gates.png
(4 px per micron)
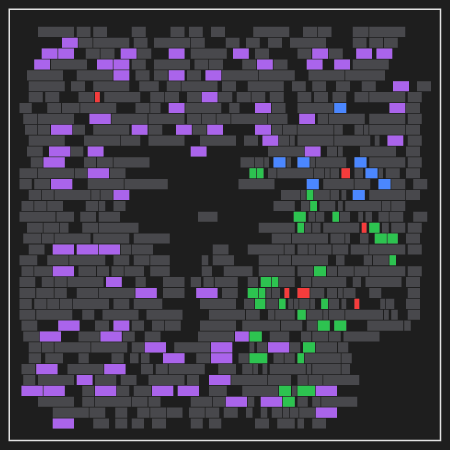
closeup.png
Window x 34 to 74, y 55 to 95 microns. Cells in grey, sequential cells in the stronger grey; small squares are vias.
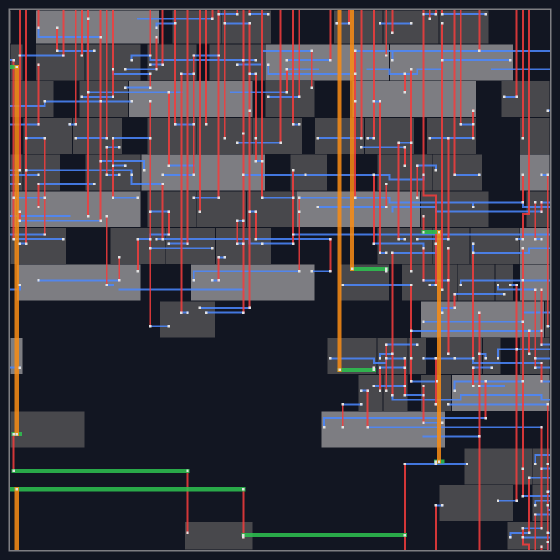
m2.png
(2 px per micron) Cells faint in the background.
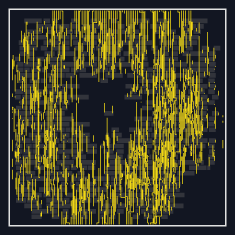
$ cat config.mk
export PLATFORM = sky130hd
export DESIGN_NAME = coretimer_apb_sequencer
export DESIGN_NICKNAME = d
export VERILOG_FILES = /design/src/rtl/coretimer_apb_sequencer.sv
export SDC_FILE = /design/constraint.sdc
export NUM_CORES = 1
export LEC_CHECK = 0
export CORE_MARGIN = 2
export CORE_UTILIZATION = 40
export DETAILED_ROUTE_END_ITERATION = 8
export GPL_TIMING_DRIVEN = 0
export MAX_ROUTING_LAYER = met4
export PLACE_DENSITY = 0.77
export SLEW_MARGIN = 20
export SYNTH_ARGS = -nofsm -noshare
export SYNTH_HDL_FRONTEND = slang
export SYNTH_SLANG_ARGS = --single-unit
$ cat constraint.sdc
create_clock -name PCLK -period 1.7 [get_ports PCLK]
set_input_delay 0.255 -clock PCLK [delete_from_list [all_inputs] [get_ports PCLK]]
set_output_delay 0.255 -clock PCLK [all_outputs]
set_load 0.005 [all_outputs]
$ cat src/rtl/coretimer_apb_sequencer.sv
// APB2 master for one CoreTimer. It programs Prescale/Load/Control on start,
// clears and counts interrupts, and performs stop and TimerValue snapshot transfers.
module coretimer_apb_sequencer #(
   parameter int WIDTH           = 32,
   parameter int TICK_W          = 16,
   parameter bit INT_ACTIVE_HIGH = 1'b1
) (
   input  logic              PCLK,
   input  logic              PRESETn,
   input  logic              start,
   input  logic              stop,
   input  logic              snap,
   input  logic [WIDTH-1:0]  load_val,
   input  logic [3:0]        prescale,
   input  logic              oneshot,
   input  logic              TIMINT,
   output logic              PSEL,
   output logic              PENABLE,
   output logic              PWRITE,
   output logic [2:0]        PADDR,
   output logic [31:0]       PWDATA,
   input  logic [31:0]       PRDATA,
   output logic              busy,
   output logic              tick,
   output logic [TICK_W-1:0] tick_count,
   output logic [WIDTH-1:0]  snap_data,
   output logic              snap_valid,
   output logic              cfg_err
);

   typedef enum logic [2:0] {
      S_IDLE, S_WR_PRE, S_WR_LOAD, S_WR_CTRL, S_RUN, S_WR_ICLR, S_WR_STOP, S_RD_VAL
   } state_t;

   localparam logic [2:0] ADDR_LOAD  = 3'd0;
   localparam logic [2:0] ADDR_VALUE = 3'd1;
   localparam logic [2:0] ADDR_CTRL  = 3'd2;
   localparam logic [2:0] ADDR_PRE   = 3'd3;
   localparam logic [2:0] ADDR_ICLR  = 3'd4;

   state_t            state_q, state_d;
   logic              access_q, access_d;
   logic [WIDTH-1:0]  load_q, load_d;
   logic [3:0]        prescale_q, prescale_d;
   logic              oneshot_q, oneshot_d;
   logic              busy_q, busy_d;
   logic [TICK_W-1:0] tick_count_q, tick_count_d;
   logic [WIDTH-1:0]  snap_data_q, snap_data_d;
   logic              snap_valid_q, snap_valid_d;
   logic              cfg_err_q, cfg_err_d;
   logic              stop_pend_q, stop_pend_d;
   logic              snap_pend_q, snap_pend_d;
   logic              stop_clr, snap_clr, int_hit;

   assign int_hit = (TIMINT == INT_ACTIVE_HIGH);

   always_comb begin
      state_d      = state_q;
      access_d     = access_q;
      load_d       = load_q;
      prescale_d   = prescale_q;
      oneshot_d    = oneshot_q;
      busy_d       = busy_q;
      tick_count_d = tick_count_q;
      snap_data_d  = snap_data_q;
      snap_valid_d = 1'b0;
      cfg_err_d    = 1'b0;
      stop_clr     = 1'b0;
      snap_clr     = 1'b0;
      unique case (state_q)
         S_IDLE: begin
            stop_clr = 1'b1;
            if (start) begin
               if (load_val != '0) begin
                  load_d       = load_val;
                  prescale_d   = prescale;
                  oneshot_d    = oneshot;
                  tick_count_d = '0;
                  busy_d       = 1'b1;
                  state_d      = S_WR_PRE;
               end else begin
                  cfg_err_d = 1'b1;
               end
            end
         end
         S_RUN: begin
            if (stop_pend_q) begin
               state_d  = S_WR_STOP;
               stop_clr = 1'b1;
            end else if (int_hit) begin
               state_d = S_WR_ICLR;
            end else if (snap_pend_q) begin
               state_d  = S_RD_VAL;
               snap_clr = 1'b1;
            end
         end
         default: begin
            // Every transfer state is a SETUP cycle followed by an ACCESS cycle.
            access_d = ~access_q;
            if (access_q) begin
               case (state_q)
                  S_WR_PRE:  state_d = S_WR_LOAD;
                  S_WR_LOAD: state_d = S_WR_CTRL;
                  S_WR_CTRL: state_d = S_RUN;
                  S_WR_ICLR: begin
                     tick_count_d = tick_count_q + TICK_W'(1);
                     if (oneshot_q) begin
                        state_d = S_IDLE;
                        busy_d  = 1'b0;
                     end else begin
                        state_d = S_RUN;
                     end
                  end
                  S_WR_STOP: begin
                     state_d = S_IDLE;
                     busy_d  = 1'b0;
                  end
                  S_RD_VAL: begin
                     snap_data_d  = PRDATA[WIDTH-1:0];
                     snap_valid_d = 1'b1;
                     state_d      = S_RUN;
                  end
                  default: state_d = S_IDLE;
               endcase
            end
         end
      endcase
      stop_pend_d = (stop_pend_q & ~stop_clr) | (busy_q & stop);
      snap_pend_d = (snap_pend_q & ~snap_clr) | (busy_q & snap);
   end

   always_ff @(posedge PCLK or negedge PRESETn) begin
      if (!PRESETn) begin
         state_q      <= S_IDLE;
         access_q     <= 1'b0;
         load_q       <= '0;
         prescale_q   <= '0;
         oneshot_q    <= 1'b0;
         busy_q       <= 1'b0;
         tick_count_q <= '0;
         snap_data_q  <= '0;
         snap_valid_q <= 1'b0;
         cfg_err_q    <= 1'b0;
         stop_pend_q  <= 1'b0;
         snap_pend_q  <= 1'b0;
      end else begin
         state_q      <= state_d;
         access_q     <= access_d;
         load_q       <= load_d;
         prescale_q   <= prescale_d;
         oneshot_q    <= oneshot_d;
         busy_q       <= busy_d;
         tick_count_q <= tick_count_d;
         snap_data_q  <= snap_data_d;
         snap_valid_q <= snap_valid_d;
         cfg_err_q    <= cfg_err_d;
         stop_pend_q  <= stop_pend_d;
         snap_pend_q  <= snap_pend_d;
      end
   end

   // APB outputs decode straight from the state flops so reset clears them at once.
   always_comb begin
      PSEL   = 1'b0;
      PWRITE = 1'b0;
      PADDR  = '0;
      PWDATA = '0;
      unique case (state_q)
         S_WR_PRE:  begin PSEL = 1'b1; PWRITE = 1'b1; PADDR = ADDR_PRE;   PWDATA = {28'b0, prescale_q}; end
         S_WR_LOAD: begin PSEL = 1'b1; PWRITE = 1'b1; PADDR = ADDR_LOAD;  PWDATA = 32'(load_q); end
         S_WR_CTRL: begin PSEL = 1'b1; PWRITE = 1'b1; PADDR = ADDR_CTRL;  PWDATA = {29'b0, oneshot_q, 2'b11}; end
         S_WR_ICLR: begin PSEL = 1'b1; PWRITE = 1'b1; PADDR = ADDR_ICLR;  PWDATA = 32'd1; end
         S_WR_STOP: begin PSEL = 1'b1; PWRITE = 1'b1; PADDR = ADDR_CTRL;  PWDATA = 32'd0; end
         S_RD_VAL:  begin PSEL = 1'b1; PWRITE = 1'b0; PADDR = ADDR_VALUE; PWDATA = 32'd0; end
         default: ;
      endcase
      PENABLE = PSEL & access_q;
   end

   assign busy       = busy_q;
   assign tick       = (state_q == S_WR_ICLR) & access_q;
   assign tick_count = tick_count_q;
   assign snap_data  = snap_data_q;
   assign snap_valid = snap_valid_q;
   assign cfg_err    = cfg_err_q;

endmodule

==> results.toml <==
# implementation run metrics
[pwr]
combPwrFrac = 0.511
leakagePower_nw = 3.22
power_density_nw_per_um2 = 1620
ir_drop_mv = 0.704
pg_seq_w = 0.00413
p_clk_w = 0.00151

[final_timing]
fmax_mhz = 517
final-max-slew-violation-count = 0
fin_crit_ns = 1.93
postLayoutSetupSlackWorst_ns = -0.233
finalSetupViolCount = 75

[setup_path]
crit_chain = "buf_6, inv_6, nor3_4, buf_12, buf_8, buf_8, and2_4, buf_6"
crit_path_max_fanout = 5

[synth]
synth_flops = 94
synth-warning-count = 0

[cells_and_area]
drive_gt1_frac = 0.432
fin_nets = 635
buffer_area_frac = 0.319
biggestCellCategory = "sequential cells"

[drt]
wl_met1_mm = 4.93
drtIter0Drc = 122
drt_first_pass_iters = 4

[clock_tree]
clk_pin_slew_ns = 0.09

[grt]
grt_pass1_wl_mm = 19.0
grtUsageTotal = 0.213

[min_path]
holdCritPathClass = "input pin to flop"

[status]
outcome = "finished, violations left"
violations = "setup timing"

[placed_design]
dp_hpwl_mm = 8.09
About gates.png:
[xor and xnor cells] blue | cells: 8 | most used: xor2_1
[mux cells] purple | cells: 71 | most used: mux2_2 | where: all over the die
[inv cells] red | cells: 6 | most used: inv_1
[aoi and oai cells] green | cells: 29
Final Instance Count excl. Fillers: 699
Commonest Layout Cell: clkdlybuf4s50_1
combinational share of cell area: 0.296

About closeup.png:
[M2] red
[M3] green
[M4] orange
[M1] blue
cells with their middle in the window: 72
netlist names of flops here include: snap_data (10), tick_count (3)
sequential cells in the window: 13
most frequent: clkdlybuf4s50_1 (26), dfrtp_1 (13), mux2_2 (11)

About m2.png:
main direction: vertical
wire length on this layer: 6,520 microns
nets with wire on the layer: 607
longest straight run: 42.5 microns
share of all routed wire: 53%
final WL: 12.3 mm
M2 GR Usage: 0.363

[synthesized netlist by cell type, types with 3 or more instances]
cell and n:
and3_1 4, buf_2 7, nor2b_1 4, nand4_1 8
a21oi_1 11, nor2_1 20, o21ai_0 9, nor4_1 10
nand3_1 6, or3_1 3, clkbuf_1 4, mux2_4 17
nand2_1 11, o21a_1 3, nor3_1 3, or4_1 3
dfrtp_1 94, xnor2_1 3, buf_6 5, inv_1 5
mux2_2 51, and2_1 31, xor2_1 5
[final timing paths]
kind | endpoint | slack (ns) | from
setup / recovery | PWDATA[15] | -0.23 | state_q[1]$_DFFE_PN0P_
hold / removal | load_q[1]$_DFFE_PN0P_ | 0.21 | load_val[1]
setup reg to reg | load_q[10]$_DFFE_PN0P_ | -0.17 | state_q[1]$_DFFE_PN0P_
hold reg to reg | load_q[14]$_DFFE_PN0P_ | 0.49 | load_q[14]$_DFFE_PN0P_
max in group asynchronous | load_q[21]$_DFFE_PN0P_ | 0.70 | PRESETn
min in group asynchronous | snap_data[28]$_DFFE_PN0P_ | 0.40 | PRESETn
[cells by family (layout without fill, tap and decap cells)]
group / Yosys count / after routing / synth area share
adder cells (fa/ha/maj): 1 / 1 / 0.00292
AND-OR/OR-AND: 38 / 38 / 0.0564
XOR/XNOR: 8 / 8 / 0.0164
buffers and inverters: 22 / 243 / 0.0301
multiplexers: 71 / 71 / 0.201
AND/OR/NAND/NOR: 108 / 108 / 0.143
flip-flops: 94 / 94 / 0.549
[state kept, by name, indices dropped and copies added, names as in the netlist]
register	count
load_q	32
snap_data	32
tick_count	16
prescale_q	4
state_q	3
access_q	1
busy	1
cfg_err	1
oneshot_q	1
snap_pend_q	1
snap_valid	1
stop_pend_q	1
